$ cat config.mk
export PLATFORM = sky130hd
export DESIGN_NAME = axi4_lite_master_write
export DESIGN_NICKNAME = d
export VERILOG_FILES = /design/src/rtl/axi4_lite_master_write.sv
export SDC_FILE = /design/constraint.sdc
export NUM_CORES = 1
export LEC_CHECK = 0
export CORE_UTILIZATION = 28
export DETAILED_ROUTE_END_ITERATION = 6
export HOLD_SLACK_MARGIN = 0.15
export PLACE_DENSITY_LB_ADDON = 0.08
export SYNTH_ARGS = -nofsm -noshare
export SYNTH_HDL_FRONTEND = slang
export SYNTH_SLANG_ARGS = --single-unit
export TNS_END_PERCENT = 100
$ cat constraint.sdc
create_clock -name clk_i -period 1.6 [get_ports clk_i]
set_input_delay 0.32 -clock clk_i [delete_from_list [all_inputs] [get_ports clk_i]]
set_output_delay 0.32 -clock clk_i [all_outputs]
set_load 0.05 [all_outputs]
$ cat src/rtl/axi4_lite_master_write.sv
// Single-beat AXI4-Lite write master: one request is latched, AW and W are
// issued concurrently, and the B response is reported back to the requester.
module axi4_lite_master_write #(
  parameter int unsigned AXI_ADDR_WIDTH = 64,
  parameter int unsigned AXI_DATA_WIDTH = 32
) (
  input  logic                        clk_i,
  input  logic                        arstn_i,
  input  logic                        start_write_i,
  input  logic [AXI_ADDR_WIDTH-1:0]   addr_i,
  input  logic [AXI_DATA_WIDTH-1:0]   data_i,
  input  logic [AXI_DATA_WIDTH/8-1:0] strb_i,
  output logic                        busy_o,
  output logic                        done_o,
  output logic [1:0]                  resp_o,
  output logic                        error_o,
  output logic                        AW_VALID,
  output logic [AXI_ADDR_WIDTH-1:0]   AW_ADDR,
  output logic [2:0]                  AW_PROT,
  input  logic                        AW_READY,
  output logic                        W_VALID,
  output logic [AXI_DATA_WIDTH-1:0]   W_DATA,
  output logic [AXI_DATA_WIDTH/8-1:0] W_STRB,
  input  logic                        W_READY,
  input  logic                        B_VALID,
  input  logic [1:0]                  B_RESP,
  output logic                        B_READY
);

  typedef enum logic [1:0] {IDLE, SEND, RESP} state_e;

  state_e                      state_q, state_d;
  logic                        aw_valid_q, aw_valid_d;
  logic                        w_valid_q, w_valid_d;
  logic                        b_ready_q, b_ready_d;
  logic                        busy_q, busy_d;
  logic                        done_q, done_d;
  logic                        error_q, error_d;
  logic [1:0]                  resp_q, resp_d;
  logic                        aw_done_q, aw_done_d;
  logic                        w_done_q, w_done_d;
  logic [AXI_ADDR_WIDTH-1:0]   addr_q, addr_d;
  logic [AXI_DATA_WIDTH-1:0]   data_q, data_d;
  logic [AXI_DATA_WIDTH/8-1:0] strb_q, strb_d;

  always_ff @(posedge clk_i or negedge arstn_i) begin
    if (!arstn_i) begin
      state_q    <= IDLE;
      aw_valid_q <= 1'b0;
      w_valid_q  <= 1'b0;
      b_ready_q  <= 1'b0;
      busy_q     <= 1'b0;
      done_q     <= 1'b0;
      error_q    <= 1'b0;
      resp_q     <= '0;
      aw_done_q  <= 1'b0;
      w_done_q   <= 1'b0;
      addr_q     <= '0;
      data_q     <= '0;
      strb_q     <= '0;
    end else begin
      state_q    <= state_d;
      aw_valid_q <= aw_valid_d;
      w_valid_q  <= w_valid_d;
      b_ready_q  <= b_ready_d;
      busy_q     <= busy_d;
      done_q     <= done_d;
      error_q    <= error_d;
      resp_q     <= resp_d;
      aw_done_q  <= aw_done_d;
      w_done_q   <= w_done_d;
      addr_q     <= addr_d;
      data_q     <= data_d;
      strb_q     <= strb_d;
    end
  end

  always_comb begin
    state_d    = state_q;
    aw_valid_d = aw_valid_q;
    w_valid_d  = w_valid_q;
    b_ready_d  = b_ready_q;
    busy_d     = busy_q;
    done_d     = 1'b0;
    error_d    = error_q;
    resp_d     = resp_q;
    aw_done_d  = aw_done_q;
    w_done_d   = w_done_q;
    addr_d     = addr_q;
    data_d     = data_q;
    strb_d     = strb_q;
    unique case (state_q)
      IDLE: begin
        if (start_write_i) begin
          addr_d     = addr_i;
          data_d     = data_i;
          strb_d     = strb_i;
          aw_valid_d = 1'b1;
          w_valid_d  = 1'b1;
          busy_d     = 1'b1;
          aw_done_d  = 1'b0;
          w_done_d   = 1'b0;
          state_d    = SEND;
        end
      end
      SEND: begin
        if (aw_valid_q && AW_READY) begin
          aw_valid_d = 1'b0;
          aw_done_d  = 1'b1;
        end
        if (w_valid_q && W_READY) begin
          w_valid_d = 1'b0;
          w_done_d  = 1'b1;
        end
        // Next-state flags already include a handshake happening this cycle.
        if (aw_done_d && w_done_d) begin
          b_ready_d = 1'b1;
          state_d   = RESP;
        end
      end
      RESP: begin
        if (B_VALID && b_ready_q) begin
          resp_d    = B_RESP;
          error_d   = (B_RESP != 2'b00);
          done_d    = 1'b1;
          b_ready_d = 1'b0;
          busy_d    = 1'b0;
          state_d   = IDLE;
        end
      end
      default: state_d = IDLE;
    endcase
  end

  assign busy_o   = busy_q;
  assign done_o   = done_q;
  assign resp_o   = resp_q;
  assign error_o  = error_q;
  assign AW_VALID = aw_valid_q;
  assign AW_ADDR  = addr_q;
  assign AW_PROT  = 3'b000;
  assign W_VALID  = w_valid_q;
  assign W_DATA   = data_q;
  assign W_STRB   = strb_q;
  assign B_READY  = b_ready_q;

endmodule

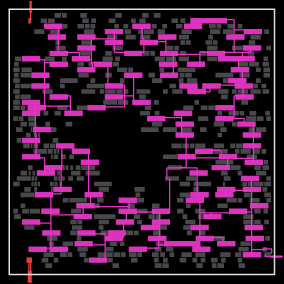
**Above:** run 1 (nets reached from selected ports).
Scale: 2 px per um.
port	colour	bits	direction	end cells	buffers	wire
AW_PROT	red	3	output	3	0	16.6 um
arstn_i	magenta	1	input	112	4	993 um

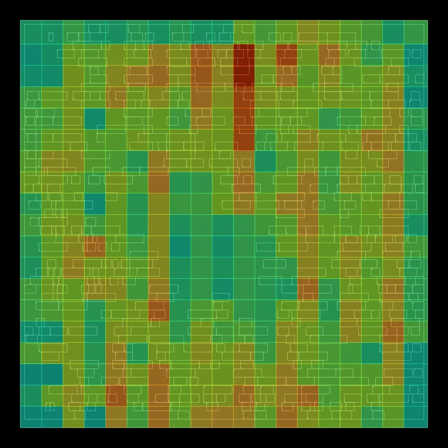
**Above:** run 1 (congestion heat map).
met1 Usage GRT: 16.6%
GR Layer Usage met3: 3.65%
Final Util: 43.7%
total track usage: 13.2%
drt wl/cell: 15.3 um

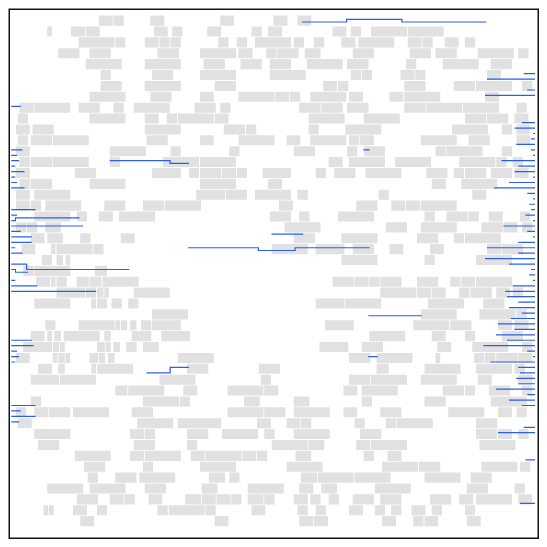
**Above:** run 1 (the metal 3 layer).
Scale: 4 px per um.
nets with wire on the layer	95
longest straight run	25.5 um
share of all routed wire	5.4%
main direction	horizontal
wire length on this layer	591 um
vias post-DR: 2,960
Routed Wire Length: 11,000 um

==> results.yml, run 1 <==
# generated from flow reports
status:
  status: "finished clean"
synth:
  ys_seq_share_pct: 59.4
  yosys_cells: 265
  avgSynthCellArea_um2: 17.8
  ys_ff: 112
  synth_cell_types: 21
  yosys_area_um2: 4720
  yosysWarnings: 0
  postSynthCellCount: 265
  synth.cell_area_um2: 4720
timing:
  final.period_utilization_pct: 95.4
  skew_ns: 0.00727
  slew_violations: 0
  rsz0062_at_grt: "no"
  max_freq_mhz: 655
  fin_tns_setup_ns: 0
  setup_viol: 0
  final_hold_viol_count: 0
  layout_min_cycle_time_ns: 1.53
floorplan:
  die_w_um: 132
  rows: 47
  core_area_um2: 16500
  die-area_um2: 17400
  fp_util_pct: 28.6
  die_y_um: 132
  ios: 219
job:
  max_cap_violations: 0
  tool_warnings: 26
clock_network:
  post_cts_buffers: 0
  cts_root_buffer: "clkbuf_16"
  path_clk_slew_ns: 0.07
  cts.sinks: 112
  clk_latency_ns: 0.35
  numCtsBuffers: 9
  tritoncts: "built"
  cts-htree-levels: 3
  cts_hold_buf: 1
  clockBufferDepth: 2
  post_cts_resized: 0
placed_design:
  portBuffers: 215
  gp_congestion: 0.726
  dpl.hpwl_um: 7980
cells_and_area:
  comb_area_um2: 1670
  insertedDiodeCount: 0
  layout.nets: 602
  syn_to_final_growth_pct: 52.9
  drive_gt1_share_pct: 48.7
  seq_area_um2: 2800
  lay_top_cells: "dfrtp_1, buf_4, clkdlybuf4s50_1, mux2_4, mux2_2"
  fillers: 1535
route:
  drcViolationCount: 0
  dr.pass1.iters: 6
  antenna_left: 0
  viasPerCell: 4.12
  drtIter0Drc: 63
setup_path:
  crit_chain: "clkdlybuf4s50_1 -> nand2b_4 -> nor2_4 -> buf_12 -> mux2_2"
  cp_top_family: "buffers and inverters"
  worstPathArrival_ns: 1.76
  required_ns: 1.83
  crit_type: "input pin to register"
  worstPathMaxFanout: 38
  setup.worst_path.end_class: "register"
  crit_buf_inv: 2
  cp_slowest_cell: "clkdlybuf4s50_1"
  max_stage_delay_ns: 0.55
  critPathLaunchType: "input pin"
grt:
  grt_start_max_net_pins: 54
  grt_pass1_wl_um: 17700
  grt_overflow: 0
  grt_pass1_vias: 3105
  antenna_found_initial: 0
min_path:
  hold_path_class: "input pin to async pin"
[run 1: area by class of cell]
type,instances,area share (%)
inverters,5,0.260
well taps,220,3.81
multi-input cells,135,23.2
repair buffers,231,29.8
flip-flops and latches,112,38.8
clock inverters,6,0.970
clock buffers,10,3.17
[run 1: synth_stat cells]
cell,count,area share [%]
a21o_1,2,0.32
a21oi_1,5,0.53
a22o_1,1,0.19
a31oi_1,2,0.26
and2b_1,2,0.32
buf_12,10,4.2
buf_2,1,0.11
buf_4,3,0.48
buf_6,1,0.24
conb_1,1,0.079
dfrtp_1,112,59
inv_1,5,0.40
mux2_2,13,3.1
mux2_4,89,28
nand2_1,1,0.079
nand2b_4,1,0.29
nand4b_1,1,0.19
nor2_1,6,0.48
nor2_2,1,0.13
o21ai_0,7,0.74
o31a_1,1,0.19
[run 1: cells by family after synthesis]
group	Yosys count	share of synthesized area [%]
DFF	112	59.4
muxes	102	31.4
buffers and inverters	20	5.46
AOI/OAI and AO/OA	18	2.23
and+or+nand+nor	12	1.48
other	1	0.0794
[run 1: path summary, 6_finish.rpt]
kind                               start          end  slack, ns  cells after the start
max in group asynchronous        arstn_i  AW_ADDR[17]       0.63                      3
setup reg to reg              state_q[1]  AW_ADDR[40]       0.13                      4
min in group clk_i                busy_o       busy_o       0.48                      1
hold / removal                   arstn_i    W_DATA[8]       0.38                      2
setup / recovery           start_write_i  AW_ADDR[40]       0.07                      5
hold reg to reg                   busy_o       busy_o       0.48                      1
[run 1: per-layer routing]
layer	up-vias	routed length, um	track usage, %
met2	103	5470	21.6
met3	9	590	3.65
met1	1477	4820	16.6
met4	0	155	4.65
met5	-	0	0
li1	1371	-	-
[run 1: sequential cells by signal, indices dropped and copies added (netlist names)]
signal     flops
AW_ADDR       64
W_DATA        32
W_STRB         4
resp_o         2
state_q        2
AW_VALID       1
B_READY        1
W_VALID        1
aw_done_q      1
busy_o         1
done_o         1
error_o        1
w_done_q       1
[run 1: stage by stage]
step                cell area (um2)  instances  setup slack, ns  hold WS [ns]
floorplan                      4730        267            0.155        0.0244
global placement               6910        702           -0.287         0.221
detailed placement             6910        702           -0.312         0.220
CTS                            7220        719           0.0748         0.371
global route                   7220        719           0.0105         0.384
finish                         7220        719           0.0741         0.384
**Run 1: routed clock nets over the placement**

Scale: 3 px per um.
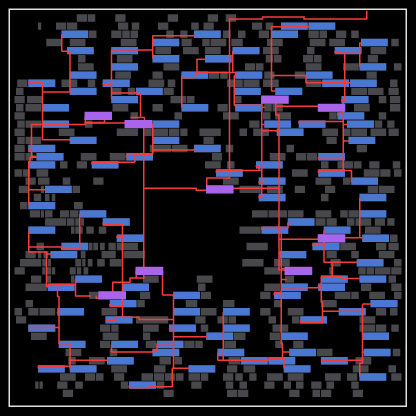

## Run 2: what changed since run 1
--- a/config.mk
+++ b/config.mk
@@ -8,7 +8,7 @@
 export CORE_UTILIZATION = 28
 export DETAILED_ROUTE_END_ITERATION = 6
 export HOLD_SLACK_MARGIN = 0.15
-export PLACE_DENSITY_LB_ADDON = 0.08
+export PLACE_DENSITY = 0.56
 export SYNTH_ARGS = -nofsm -noshare
 export SYNTH_HDL_FRONTEND = slang
 export SYNTH_SLANG_ARGS = --single-unit
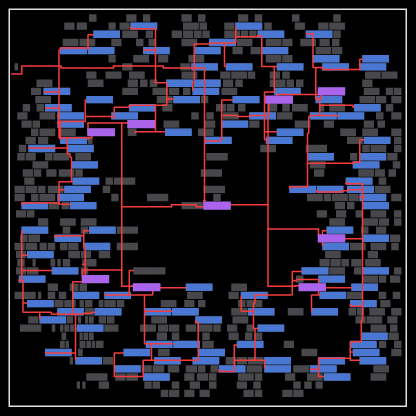
**Above:** run 2 (routed clock nets over the placement).
Scale: 3 px per um.
[clock-net drivers] purple | count: 9
[flip-flops] blue | count: 112
[clock wires] red | length: 1,450 um
flops lie	all over the die
later-pin clock latency in the skew report: 0.35 ns
final setup skew: 0.00695 ns

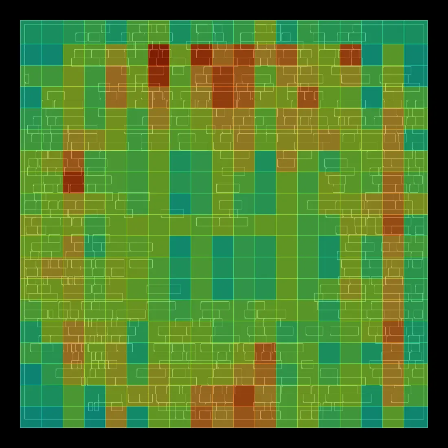
**Above:** run 2 (congestion heat map).
GRT met2 Usage: 21.5%
total track usage: 13.1%
Final Util: 43.9%
drt wl/cell: 15.3 um
GR Layer Usage met3: 4.00%

==> results.yml, run 2 <==
# generated from flow reports
grt:
  grt_start_max_net_pins: 37
  grt_pass1_wl_um: 17700
  grt_pass1_vias: 3254
  antenna_found_initial: 0
  grt_overflow: 0
clock_network:
  tritoncts: "built"
  path_clk_slew_ns: 0.07
  post_cts_buffers: 0
  cts.sinks: 112
  post_cts_resized: 0
  cts-htree-levels: 3
  clockBufferDepth: 2
  cts_root_buffer: "clkbuf_16"
  cts_hold_buf: 1
  numCtsBuffers: 9
timing:
  setup_viol: 0
  final_hold_viol_count: 0
  slew_violations: 0
  final.period_utilization_pct: 93.0
  layout_min_cycle_time_ns: 1.49
  max_freq_mhz: 672
  rsz0062_at_grt: "no"
synth:
  async_reset_ff_share_pct: 100
  yosysWarnings: 0
  enable_flop_cells: 0
  avgSynthCellArea_um2: 17.8
  yosysTopAreaCell: "dfrtp_1"
  postSynthCellCount: 265
  ys_seq_share_pct: 59.4
  ys_ff: 112
  yosysMostFrequentCell: "dfrtp_1"
  topCellsByArea: "dfrtp_1, mux2_4, buf_12, mux2_2, o21ai_0"
  common_cells: "dfrtp_1, mux2_4, mux2_2"
  synth_cell_types: 21
  synth.cell_area_um2: 4720
  yosys_cells: 265
  yosys_area_um2: 4720
  yosys.area.top_type_share_pct: 59.4
  flop_cell: "dfrtp_1"
cells_and_area:
  lay_top_count: "buf_4"
  layout.nets: 606
  insertedDiodeCount: 0
  syn_to_final_growth_pct: 53.5
  fin_area_um2: 7250
  final_cell_count_no_fill: 722
  drive_gt1_share_pct: 49.2
  largest_reg_flops: 64
  lay_top_cells: "buf_4, dfrtp_1, clkdlybuf4s50_1, mux2_4, mux2_2"
  fillers: 1488
floorplan:
  die_y_um: 132
  ios: 219
  die-area_um2: 17400
  core_area_um2: 16500
  fp_util_pct: 28.6
  rows: 47
  die_w_um: 132
job:
  max_cap_violations: 0
  tool_warnings: 26
route:
  dr.pass1.iters: 4
  drtIter0Drc: 74
  drt_wl_total_um: 11000
  viasPerCell: 4.18
  drcViolationCount: 0
  vias: 3018
  antenna_left: 0
setup_path:
  setup.worst_path.end_class: "register"
  critPathLaunchType: "input pin"
  worstPathArrival_ns: 1.72
  worstPathMaxFanout: 20
  required_ns: 1.83
  crit_type: "input pin to register"
placed_design:
  dpl.hpwl_um: 8140
  portBuffers: 215
  place_inst: 706
  dpl-instance-area_um2: 6940
  gp_congestion: 0.743
status:
  status: "finished clean"
min_path:
  hold_path_class: "input pin to async pin"
run 2: path summary, 6_finish.rpt:
path	startpoint	to	slack, ns	cells past startpoint
worst max-delay path	start_write_i	W_STRB[1]	0.11	6
worst min-delay path	arstn_i	W_DATA[6]	0.44	2
worst max register to register	state_q[1]	W_STRB[1]	0.15	5
worst min register to register	busy_o	busy_o	0.49	1
max in group asynchronous	arstn_i	W_DATA[17]	0.62	3
min in group clk_i	busy_o	busy_o	0.49	1
run 2: metal layers:
metal | wire length [um] | vias up | GRT usage [%]
met5 | 0 | - | 0
met2 | 5430 | 119 | 21.5
met3 | 674 | 12 | 4.00
li1 | - | 1379 | -
met4 | 176 | 0 | 5.04
met1 | 4760 | 1508 | 16.2
run 2: layout make-up:
cell class / count / area [um2] / area share [%]
tap: 220 / 275 / 3.80
clock buffer: 10 / 239 / 3.30
sequential: 112 / 2800 / 38.7
clock inverter: 5 / 56.3 / 0.777
timing repair buffer: 235 / 2180 / 30.1
multi-input combinational: 135 / 1670 / 23.1
inverter: 5 / 18.8 / 0.259
run 2: worst max-delay path: stages:
cell and delay, ns:
clkdlybuf4s50_1 0.53, nand2b_4 0.07, nor2_4 0.13, buf_12 0.14, buf_12 0.19, mux2_4 0.32
run 2: through the flow:
| stage | TNS [ns] | util (%) | hold slack, ns | worst slack, ns |
|---|---|---|---|---|
| 2_1_floorplan | 0 | - | 0.0244 | 0.155 |
| 3_3_place_gp | -24.55 | 42.0 | 0.277 | -0.260 |
| 3_5_place_dp | -25.49 | 42.0 | 0.282 | -0.281 |
| 4_1_cts | 0 | 43.9 | 0.450 | 0.0994 |
| 5_1_grt | 0 | 43.9 | 0.465 | 0.0385 |
| 6_report | 0 | 43.9 | 0.443 | 0.112 |
run 2: cells by family (layout without fill, tap and decap cells):
logic type / count (synthesis) / count (layout) / synth area share (%)
flops: 112 / 112 / 59.4
buf+inv: 20 / 255 / 5.46
simple gates: 12 / 12 / 1.48
mux: 102 / 102 / 31.4
other cells: 1 / 3 / 0.0794
compound gates: 18 / 18 / 2.23
